<file path="src/rtl/pulse_sched_pkg.sv">
// Shared types and helpers for the pulse burst scheduler.
// Holds the FSM state encoding, the default widths and the duration saturation helper.
package pulse_sched_pkg;

    typedef enum logic [1:0] {
        StIdle,
        StHigh,
        StLow,
        StDone
    } state_e;

    localparam int unsigned DefNumReq = 4;
    localparam int unsigned DefCntW   = 8;
    localparam int unsigned DefTimeW  = 8;

    // A programmed duration of 0 behaves as a single cycle.
    function automatic logic [31:0] sat1(input logic [31:0] val);
        return (val == 32'd0) ? 32'd1 : val;
    endfunction

endpackage

</file>
<file path="src/rtl/rr_arbiter.sv">
// Combinational round-robin arbiter.
// The search starts at i_ptr and wraps. The parent owns the pointer update.
module rr_arbiter #(
    parameter int unsigned NUM_REQ = 4,
    parameter int unsigned IDX_W   = $clog2(NUM_REQ)
) (
    input  logic [NUM_REQ-1:0] i_req,
    input  logic [IDX_W-1:0]   i_ptr,
    output logic [NUM_REQ-1:0] o_grant,
    output logic [IDX_W-1:0]   o_idx
);

    logic w_found;
    int   w_pos;

    always_comb begin
        o_grant = '0;
        o_idx   = '0;
        w_found = 1'b0;
        w_pos   = 0;
        for (int i = 0; i < int'(NUM_REQ); i++) begin
            w_pos = int'(i_ptr) + i;
            if (w_pos >= int'(NUM_REQ)) begin
                w_pos = w_pos - int'(NUM_REQ);
            end
            if (!w_found && i_req[w_pos]) begin
                w_found        = 1'b1;
                o_grant[w_pos] = 1'b1;
                o_idx          = IDX_W'(w_pos);
            end
        end
    end

endmodule

</file>
<file path="src/rtl/pulse_burst_scheduler.sv">
// Shares one registered pulse output among NUM_REQ requesters.
// Each winner gets a burst of N high/low pulses, followed by a one-cycle done strobe.
module pulse_burst_scheduler
    import pulse_sched_pkg::*;
#(
    parameter int unsigned NUM_REQ = DefNumReq,
    parameter int unsigned CNT_W   = DefCntW,
    parameter int unsigned TIME_W  = DefTimeW
) (
    input  logic                     clk,
    input  logic                     rst_n,
    input  logic [NUM_REQ-1:0]       req,
    input  logic [NUM_REQ*CNT_W-1:0] req_count,
    input  logic [TIME_W-1:0]        cfg_high,
    input  logic [TIME_W-1:0]        cfg_low,
    input  logic                     abort,
    output logic [NUM_REQ-1:0]       grant,
    output logic [NUM_REQ-1:0]       done,
    output logic                     busy,
    output logic                     pulse
);

    localparam int unsigned IDX_W = $clog2(NUM_REQ);

    state_e               r_state,  w_state_nxt;
    logic [TIME_W-1:0]    r_dur,    w_dur_nxt;
    logic [CNT_W-1:0]     r_rem,    w_rem_nxt;
    logic [TIME_W-1:0]    r_high,   w_high_nxt;
    logic [TIME_W-1:0]    r_low,    w_low_nxt;
    logic [IDX_W-1:0]     r_owner,  w_owner_nxt;
    logic [IDX_W-1:0]     r_ptr,    w_ptr_nxt;
    logic [NUM_REQ-1:0]   r_grant,  w_grant_nxt;
    logic [NUM_REQ-1:0]   r_done,   w_done_nxt;
    logic                 r_busy;
    logic                 r_pulse;

    logic [NUM_REQ-1:0]   w_arb_grant;
    logic [IDX_W-1:0]     w_arb_idx;

    rr_arbiter #(
        .NUM_REQ (NUM_REQ),
        .IDX_W   (IDX_W)
    ) u_arb (
        .i_req   (req),
        .i_ptr   (r_ptr),
        .o_grant (w_arb_grant),
        .o_idx   (w_arb_idx)
    );

    always_comb begin
        w_state_nxt = r_state;
        w_dur_nxt   = r_dur;
        w_rem_nxt   = r_rem;
        w_high_nxt  = r_high;
        w_low_nxt   = r_low;
        w_owner_nxt = r_owner;
        w_ptr_nxt   = r_ptr;
        w_grant_nxt = r_grant;
        w_done_nxt  = '0;
        unique case (r_state)
            StIdle: begin
                if (|req) begin
                    w_owner_nxt = w_arb_idx;
                    w_grant_nxt = w_arb_grant;
                    w_rem_nxt   = req_count[int'(w_arb_idx)*int'(CNT_W) +: CNT_W];
                    w_high_nxt  = TIME_W'(sat1(32'(cfg_high)));
                    w_low_nxt   = TIME_W'(sat1(32'(cfg_low)));
                    w_dur_nxt   = '0;
                    w_state_nxt = (w_rem_nxt != '0) ? StHigh : StDone;
                end
            end
            StHigh: begin
                if (abort) begin
                    w_state_nxt = StDone;
                end else if (r_dur == r_high - TIME_W'(1)) begin
                    w_dur_nxt   = '0;
                    w_rem_nxt   = r_rem - CNT_W'(1);
                    w_state_nxt = (r_rem == CNT_W'(1)) ? StDone : StLow;
                end else begin
                    w_dur_nxt = r_dur + TIME_W'(1);
                end
            end
            StLow: begin
                if (abort) begin
                    w_state_nxt = StDone;
                end else if (r_dur == r_low - TIME_W'(1)) begin
                    w_dur_nxt   = '0;
                    w_state_nxt = StHigh;
                end else begin
                    w_dur_nxt = r_dur + TIME_W'(1);
                end
            end
            StDone: begin
                w_state_nxt = StIdle;
                w_done_nxt  = r_grant;
                w_grant_nxt = '0;
                w_ptr_nxt   = (r_owner == IDX_W'(NUM_REQ - 1)) ? '0 : r_owner + IDX_W'(1);
            end
            default: begin
                w_state_nxt = StIdle;
            end
        endcase
    end

    // Output registers are loaded from next-state so they align with the state being entered.
    always_ff @(posedge clk or negedge rst_n) begin
        if (!rst_n) begin
            r_state <= StIdle;
            r_dur   <= '0;
            r_rem   <= '0;
            r_high  <= '0;
            r_low   <= '0;
            r_owner <= '0;
            r_ptr   <= '0;
            r_grant <= '0;
            r_done  <= '0;
            r_busy  <= 1'b0;
            r_pulse <= 1'b0;
        end else begin
            r_state <= w_state_nxt;
            r_dur   <= w_dur_nxt;
            r_rem   <= w_rem_nxt;
            r_high  <= w_high_nxt;
            r_low   <= w_low_nxt;
            r_owner <= w_owner_nxt;
            r_ptr   <= w_ptr_nxt;
            r_grant <= w_grant_nxt;
            r_done  <= w_done_nxt;
            r_busy  <= (w_state_nxt != StIdle);
            r_pulse <= (w_state_nxt == StHigh);
        end
    end

    assign grant = r_grant;
    assign done  = r_done;
    assign busy  = r_busy;
    assign pulse = r_pulse;

endmodule

</file>
<file path="config.mk">
export PLATFORM = sky130hd
export DESIGN_NAME = pulse_burst_scheduler
export DESIGN_NICKNAME = d
export VERILOG_FILES = /design/src/rtl/pulse_sched_pkg.sv /design/src/rtl/rr_arbiter.sv /design/src/rtl/pulse_burst_scheduler.sv
export SDC_FILE = /design/constraint.sdc
export NUM_CORES = 1
export LEC_CHECK = 0
export CAP_MARGIN = 20
export CELL_PAD_IN_SITES_DETAIL_PLACEMENT = 0
export CELL_PAD_IN_SITES_GLOBAL_PLACEMENT = 1
export CORE_ASPECT_RATIO = 0.6
export CORE_MARGIN = 2
export CORE_UTILIZATION = 45
export DETAILED_ROUTE_END_ITERATION = 8
export PLACE_DENSITY = 0.9
export SYNTH_ARGS = -nofsm -noshare
export SYNTH_HDL_FRONTEND = slang
export SYNTH_SLANG_ARGS = --single-unit
</file>
<file path="constraint.sdc">
create_clock -name clk -period 9.7 [get_ports clk]
set_input_delay 1.94 -clock clk [delete_from_list [all_inputs] [get_ports clk]]
set_output_delay 1.94 -clock clk [all_outputs]
set_load 0.02 [all_outputs]
</file>
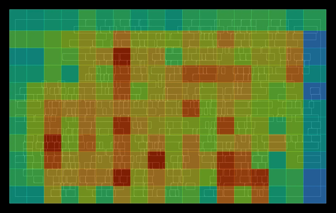
**Above:** run 1 (routing congestion).
GR met2 Demand/Resource: 32.5%
met3 track demand over resource in global routing: 4.00%
global routing usage summed across all routing layers: 22.2%

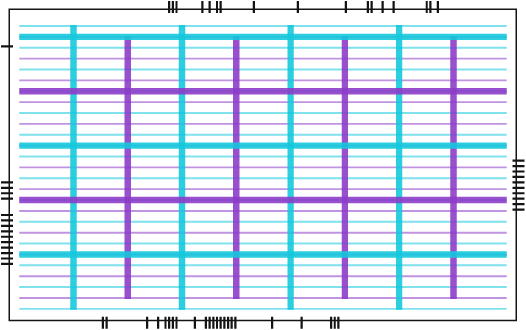
**Above:** run 1 (floorplan with the power grid).
(4 px per um) Pins as bars on the die edge.
color	net
cyan	VSS
purple	VDD
met4 straps	8
signal pins	65
met1 rails	27
rows	26
x dimension of the die: 126 um
core region area: 8620 um2
worst vdd rail ir drop: 0.000128 V
height of the die: 77.4 um

==> reports/summary.txt, run 1 <==
Met1 usage in global routing - 34.6%
Largest net degree at the start of global routing - 49
First-pass GRT wire length - 17.8 mm
Clock network contribution to total cell area - 3.76%
Count of cells resized by post-cts repair - 0
Fill cells - 763
DRC - 0
Status - completed
Synth cell types - 70
Most common library cells after synthesis - sky130_fd_sc_hd__dfrtp_1 (48), sky130_fd_sc_hd__o21ai_0 (31), sky130_fd_sc_hd__nand2_1 (27)
Path type of the worst min-delay path - flip-flop to flip-flop
Data arrival time of the critical path - 5.56 ns
Count of nets left with antenna violations after detail routing - 0
Top logic cells by instance count in the layout - sky130_fd_sc_hd__clkdlybuf4s50_1 (63), sky130_fd_sc_hd__dfrtp_1 (48), sky130_fd_sc_hd__o21ai_0 (31), sky130_fd_sc_hd__nand2_1 (27), sky130_fd_sc_hd__nor2_1 (25)
Max cap viols - 0
PwrDens - 329 nW/um2
Yosys chip area - 4040 um2
Share of synthesized cell area in full adder, half adder and majority cells - 4.64%
Number of warning messages in the yosys log - 0
Non-clk invs - 14
Number of flip-flops and latches in the synthesized netlist - 48
Post-Synthesis Mean Instance Area - 8.89 um2
Count of warning messages emitted by the tools - 34
Routing layer with the top usage in global route - met1
Floorplan utilization - 46.9%
Top cell type by instance count after synthesis - sky130_fd_sc_hd__dfrtp_1
Post-CTS clock slew at the launch and capture registers of the worst setup and hold paths - 0.06 ns
Number of DRC violations after detailed-routing iteration 0 - 408
Maximum count of clock buffers along a single path - 2
Number of synthesized flops with an enable pin - 0
Period Utilization, post-route - 55.7%
Share of post-route cells with drive strength above 1 - 9.44%
Largest cell class by area - combinational gates
XORs/XNORs by Area - 4.33%
Number of cells in the yosys synthesis report - 455
Worst-path fanout max - 14
Element type at the critical path end - flip-flop
Routed length per placed instance - 17.7 um
Final period demand of the worst path - 5.41 ns
Vias per cell - 6.21
Multi-input gate count - 362
Final TNS setup - 0 ns
Count of sequential standard cells - 48
Launching element type of the critical path - primary input
Area of the die - 9790 um2
Via count - 3786
I/O pins - 65
Total congestion overflow - 0
Commonest non-fill, non-tap cell in the layout - sky130_fd_sc_hd__clkdlybuf4s50_1
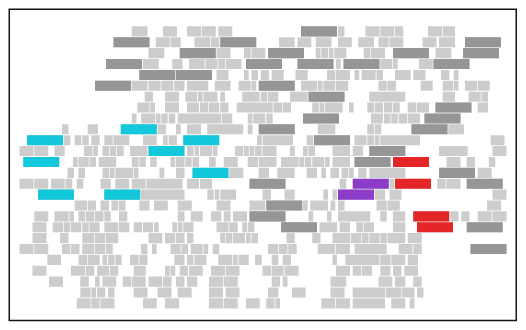
**Above:** run 1 (sequential cells grouped by signal name).
(4 px per um) Other sequential cells in the stronger gray, the rest of the logic in the fainter gray.
color	signal	sequential cells
red	`grant`	4
purple	`r_ptr`	2
cyan	`r_rem`	8
not colored	34

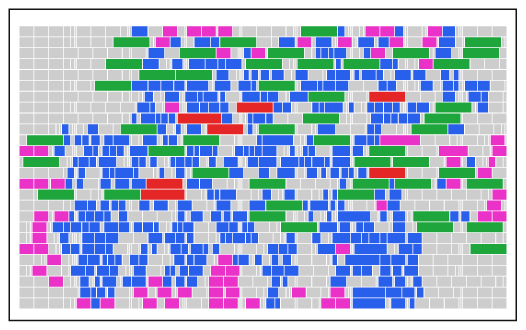
**Above:** run 1 (placement by cell class).
(4 px per um) Fill, decap, tap and diode cells in gray.
color	class	cells
magenta	other buffers and delay cells	67
red	clock drivers and dummy loads	7
blue	all other logic	376
green	flip-flops	48
# rows: 26
post-route design area: 4920 um2
fraction of area in registers: 24.4%
Core Util, Final: 57.1%

-- run 1: worst max-delay path, stage by stage --
cell and delay [ns]:
sky130_fd_sc_hd__clkdlybuf4s50_1 0.61, sky130_fd_sc_hd__mux4_2 0.72, sky130_fd_sc_hd__nor2b_1 0.82, sky130_fd_sc_hd__nor2_1 0.20
sky130_fd_sc_hd__or3_1 0.37, sky130_fd_sc_hd__o211ai_1 0.16, sky130_fd_sc_hd__o2111ai_1 0.17, sky130_fd_sc_hd__a211oi_1 0.47
sky130_fd_sc_hd__nor3b_1 0.10
-- run 1: worst paths after layout --
check	from	endpoint	slack (ns)	depth (start not counted)
setup / recovery	req[3]	pulse$_DFF_PN0_	4.29	9
hold / removal	r_owner[1]$_DFFE_PN0P_	r_owner[1]$_DFFE_PN0P_	0.50	2
setup reg to reg	r_ptr[0]$_DFFE_PN0P_	pulse$_DFF_PN0_	4.92	11
hold reg to reg	r_owner[1]$_DFFE_PN0P_	r_owner[1]$_DFFE_PN0P_	0.50	2
max in group asynchronous	rst_n	r_rem[3]$_DFFE_PN0P_	7.68	2
min in group asynchronous	rst_n	r_dur[6]$_DFFE_PN0P_	1.53	1
-- run 1: report_power, final --
group	switching (mW)	internal, mW	total, mW
sequential	0.0889	0.280	0.369
clock	0.0755	0.146	0.222
combinational	0.590	0.437	1.03
-- run 1: stage by stage --
stage | power (mW) | worst slack, ns | instance area [um2] | util (%) | instances
floorplan | 1.15 | 5.58 | 4040 | - | 455
global placement | 1.33 | 4.38 | 4690 | 54.4 | 601
detailed placement | 1.36 | 4.11 | 4690 | 54.4 | 601
CTS | 1.59 | 4.40 | 4870 | 56.5 | 608
global route | 1.74 | 4.05 | 4920 | 57.1 | 610
finish | 1.62 | 4.29 | 4920 | 57.1 | 610
==> run 2: changes to the inputs <==
Settings changed: CORE_UTILIZATION 45 to 41, PLACE_DENSITY 0.9 to 0.84.
Clock period 9.7 ns to 5.1 ns, I/O delays scaled along.
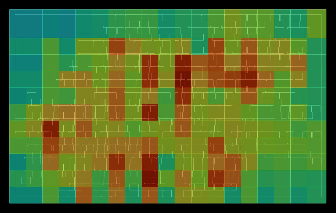
**Above:** run 2 (routing congestion).
met3 track demand over resource in global routing: 4.12%
met1 usage in global routing: 29.9%
routed length per placed instance: 17.4 um

==> reports/summary.txt, run 2 <==
Status - completed
Worst reg2reg startpoint - r_ptr[0]$_DFFE_PN0P_
Top cell type by instance count after synthesis - sky130_fd_sc_hd__dfrtp_1
Core Util, Final - 50.6%
Depth of the worst register-to-register path - 10
Post-Synthesis Mean Instance Area - 8.89 um2
Cell Count, Final, Fillers Out - 633
Vias per cell - 6.00
Count of cells resized by post-cts repair - 0
Number of cells in the yosys synthesis report - 455
Area of the die - 10700 um2
Number of warning messages in the yosys log - 0
Destination of the critical timing path - pulse$_DFF_PN0_
Number of synthesized flops with an enable pin - 0
Share of post-route cells with drive strength above 1 - 9.44%
Period Utilization, post-route - 82.4%
First-pass GRT wire length - 17.7 mm
Number of flip-flops and latches in the synthesized netlist - 48
Final period demand of the worst path - 4.20 ns
Count of nets left with antenna violations after detail routing - 0
Number of DRC violations after detailed-routing iteration 0 - 277
Max stage delay on crit path - 0.78 ns
Path type of the worst min-delay path - flip-flop to flip-flop
Core region area - 9740 um2
I/O pins - 65
Total congestion overflow - 0
Slowest stage cell on the critical path - sky130_fd_sc_hd__mux4_2
Worst vdd rail ir drop - 0.000214 V
Share of synthesized cell area in full adder, half adder and majority cells - 4.64%
Placed Cells incl. Taps - 625
X dimension of the die - 132 um
Floorplan utilization - 41.5%
Worst setup startpoint - req[3]
Global routing usage summed across all routing layers - 20.5%
Critical path buffer and inverter count - 1
Most common library cells after synthesis - sky130_fd_sc_hd__dfrtp_1 (48), sky130_fd_sc_hd__o21ai_0 (31), sky130_fd_sc_hd__nand2_1 (27)
Via count - 3801
Final TNS setup - 0 ns
Yosys chip area - 4040 um2
Worst-path fanout max - 23
Launching element type of the critical path - primary input
Data arrival time of the critical path - 4.37 ns
Height of the die - 80.9 um
# rows - 28
Max cap viols - 0
Setup slack, reg-to-reg - 1.22 ns
Critical-path cell list - clkdlybuf4s50_1 > mux4_2 > nor4b_4 > a2111oi_1 > nor2_2 > o311a_1 > a22oi_1 > a211oi_1 > nor3b_1
[run 2: worst min path at each step]
stage	cells past startpoint	from	endpoint
floorplan	2	r_owner[1]$_DFFE_PN0P_	r_owner[1]$_DFFE_PN0P_
global placement	2	r_owner[1]$_DFFE_PN0P_	r_owner[1]$_DFFE_PN0P_
detailed placement	2	r_owner[1]$_DFFE_PN0P_	r_owner[1]$_DFFE_PN0P_
CTS	2	r_owner[1]$_DFFE_PN0P_	r_owner[1]$_DFFE_PN0P_
global route	2	r_owner[1]$_DFFE_PN0P_	r_owner[1]$_DFFE_PN0P_
finish	2	r_owner[1]$_DFFE_PN0P_	r_owner[1]$_DFFE_PN0P_
[run 2: final cells by class]
class	count	area, um2
multi-input cells	362	2650
fillers	920	4810
repair buffers	67	671
clock buffers	5	125
well taps	135	169
clock inverters	2	60.1
flip-flops and latches	48	1200
inverters	14	52.6
[run 2: per-layer routing]
layer / routed length [um] / vias to the layer above
met5: 0 / -
met4: 145 / 0
met3: 734 / 20
met2: 4670 / 124
met1: 5480 / 1846
li1: - / 1811
[run 2: cells by family after synthesis]
logic type,count (synthesis)
buf+inv,45
simple gates,154
fa+ha+maj,15
flops,48
compound gates,134
xor+xnor,20
mux,39
[run 2: power by group]
part | leakage [nW] | switching (mW) | internal [mW]
Combinational | 1.26 | 1.11 | 0.817
Sequential | 0.601 | 0.175 | 0.533
Clock | 0.0899 | 0.149 | 0.278
[run 2: stage by stage]
step | total power [mW] | hold WS [ns] | setup slack (ns) | area, um2
after floorplan | 2.18 | 0.453 | 1.41 | 4040
after global placement | 2.55 | 0.478 | 0.803 | 4720
after detailed placement | 2.60 | 0.489 | 0.641 | 4720
after CTS | 3.04 | 0.503 | 0.945 | 4910
after global routing | 3.29 | 0.534 | 0.762 | 4930
final | 3.07 | 0.506 | 0.896 | 4930
==> run 3: changes to the inputs <==
Settings changed: CORE_UTILIZATION 41 to 37, PLACE_DENSITY 0.84 to 0.8.
Clock period 5.1 ns to 3.6 ns, I/O delays scaled along.
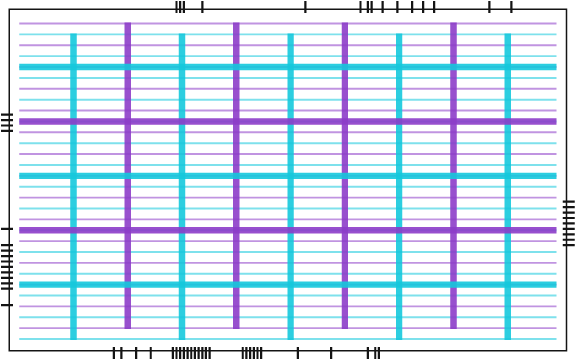
**Above:** run 3 (floorplan with the power grid).
(4 px per um) Pins as bars on the die edge.
color	net
purple	VDD
cyan	VSS
met4 straps	9
signal pins	65
met1 rails	30
rows	29

==> reports/summary.txt, run 3 <==
Status - completed
Via count - 3845
Maximum count of clock buffers along a single path - 2
Worst-path fanout max - 14
Yosys chip area - 4040 um2
Synth cell types - 70
Count of warning messages emitted by the tools - 34
Total cell area at the placement stage - 4980 um2
Capturing point of the worst reg2reg path - pulse$_DFF_PN0_
Destination of the critical timing path - pulse$_DFF_PN0_
Most common library cells after synthesis - sky130_fd_sc_hd__dfrtp_1 (48), sky130_fd_sc_hd__o21ai_0 (31), sky130_fd_sc_hd__nand2_1 (27)
Worst vdd rail ir drop - 0.000303 V
Combinational Area - 2670 um2
Core region area - 10600 um2
Element type at the critical path end - flip-flop
Share of synthesized cell area in full adder, half adder and majority cells - 4.64%
Post-Synthesis Mean Instance Area - 8.89 um2
Overall power of the completed layout - 4.58 mW
Start point of the worst min-delay path - r_owner[1]$_DFFE_PN0P_
Top cell type by instance count after synthesis - sky130_fd_sc_hd__dfrtp_1
Floorplan utilization - 38.2%
Worst reg2reg startpoint - r_ptr[0]$_DFFE_PN0P_
X dimension of the die - 139 um
Core Util, Final - 48.7%
Hold path endpoint - r_owner[1]$_DFFE_PN0P_
Post-route design area - 5160 um2
Largest net degree at the start of global routing - 35
PwrDens - 887 nW/um2
Height of the die - 85.0 um
Worst slack, placed - -0.161 ns
Worst setup startpoint - req[0]
XORs/XNORs by Area - 4.33%
Depth of the worst register-to-register path - 11
Final period demand of the worst path - 3.41 ns
Share of post-route cells with drive strength above 1 - 15.3%
Fill cells - 1008
Global routing usage summed across all routing layers - 19.3%
Number of cells in the yosys synthesis report - 455
Storage cell area - 1200 um2
Vias per cell - 5.76
Top logic cells by instance count in the layout - sky130_fd_sc_hd__clkdlybuf4s50_1 (63), sky130_fd_sc_hd__dfrtp_1 (47), sky130_fd_sc_hd__buf_4 (32), sky130_fd_sc_hd__o21ai_0 (31), sky130_fd_sc_hd__nand2_1 (27)
Routed length per placed instance - 16.7 um
First-pass GRT wire length - 18.8 mm
Setup slack, reg-to-reg - 0.31 ns
run 3: cell counts after synthesis:
Identical to the previous run, type by type.
run 3: through the flow:
step | cells | hold WS [ns]
after detailed placement | 660 | 0.486
after floorplan | 455 | 0.424
after global routing | 668 | 0.541
after CTS | 668 | 0.502
final | 668 | 0.491
after global placement | 660 | 0.483
run 3: per-layer routing:
layer	part of all wire, %	up-vias	track usage, %
met2	42	121	28.8
li1	-	1868	-
met4	0.71	0	2.57
met5	0	-	0
met1	52	1848	30.0
met3	5.4	8	3.16
run 3: timing repair:
| item | CTS | global route |
|---|---|---|
| setup endpoints to repair | 0 | 3 |
| setup buffers | 0 | 0 |
| resized | 0 | 3 |
run 3: where the power goes:
group          switching [mW]  total, mW  internal (mW)
sequential              0.246       1.00          0.756
clock                   0.211      0.538          0.327
combinational            1.65       3.04           1.39
total                    2.11       4.58           2.47
run 3: cell type report:
class                      instances  area share (%)
timing repair buffer              97            17.4
clock buffer                       5            2.42
tap                              139            3.37
sequential                        48            23.3
inverter                          14            1.02
multi-input combinational        362            51.7
clock inverter                     3           0.824
run 3: cells by family after synthesis:
kind of cell / count (synthesis)
adders and majority gates: 15
AOI/OAI and AO/OA: 134
xor gates and xnor gates: 20
muxes: 39
buffers and inverters: 45
DFF: 48
and+or+nand+nor: 154
run 3: worst max-delay path: stages:
cell and delay (ns):
sky130_fd_sc_hd__clkdlybuf4s50_1 0.46, sky130_fd_sc_hd__buf_4 0.18, sky130_fd_sc_hd__mux4_2 0.52, sky130_fd_sc_hd__buf_4 0.23
sky130_fd_sc_hd__nor4_2 0.35, sky130_fd_sc_hd__nor2_2 0.14, sky130_fd_sc_hd__nor4_1 0.38, sky130_fd_sc_hd__nand4_1 0.21
sky130_fd_sc_hd__a211oi_1 0.29, sky130_fd_sc_hd__nor3b_1 0.10
Power is estimated from default activity; no workload was simulated.
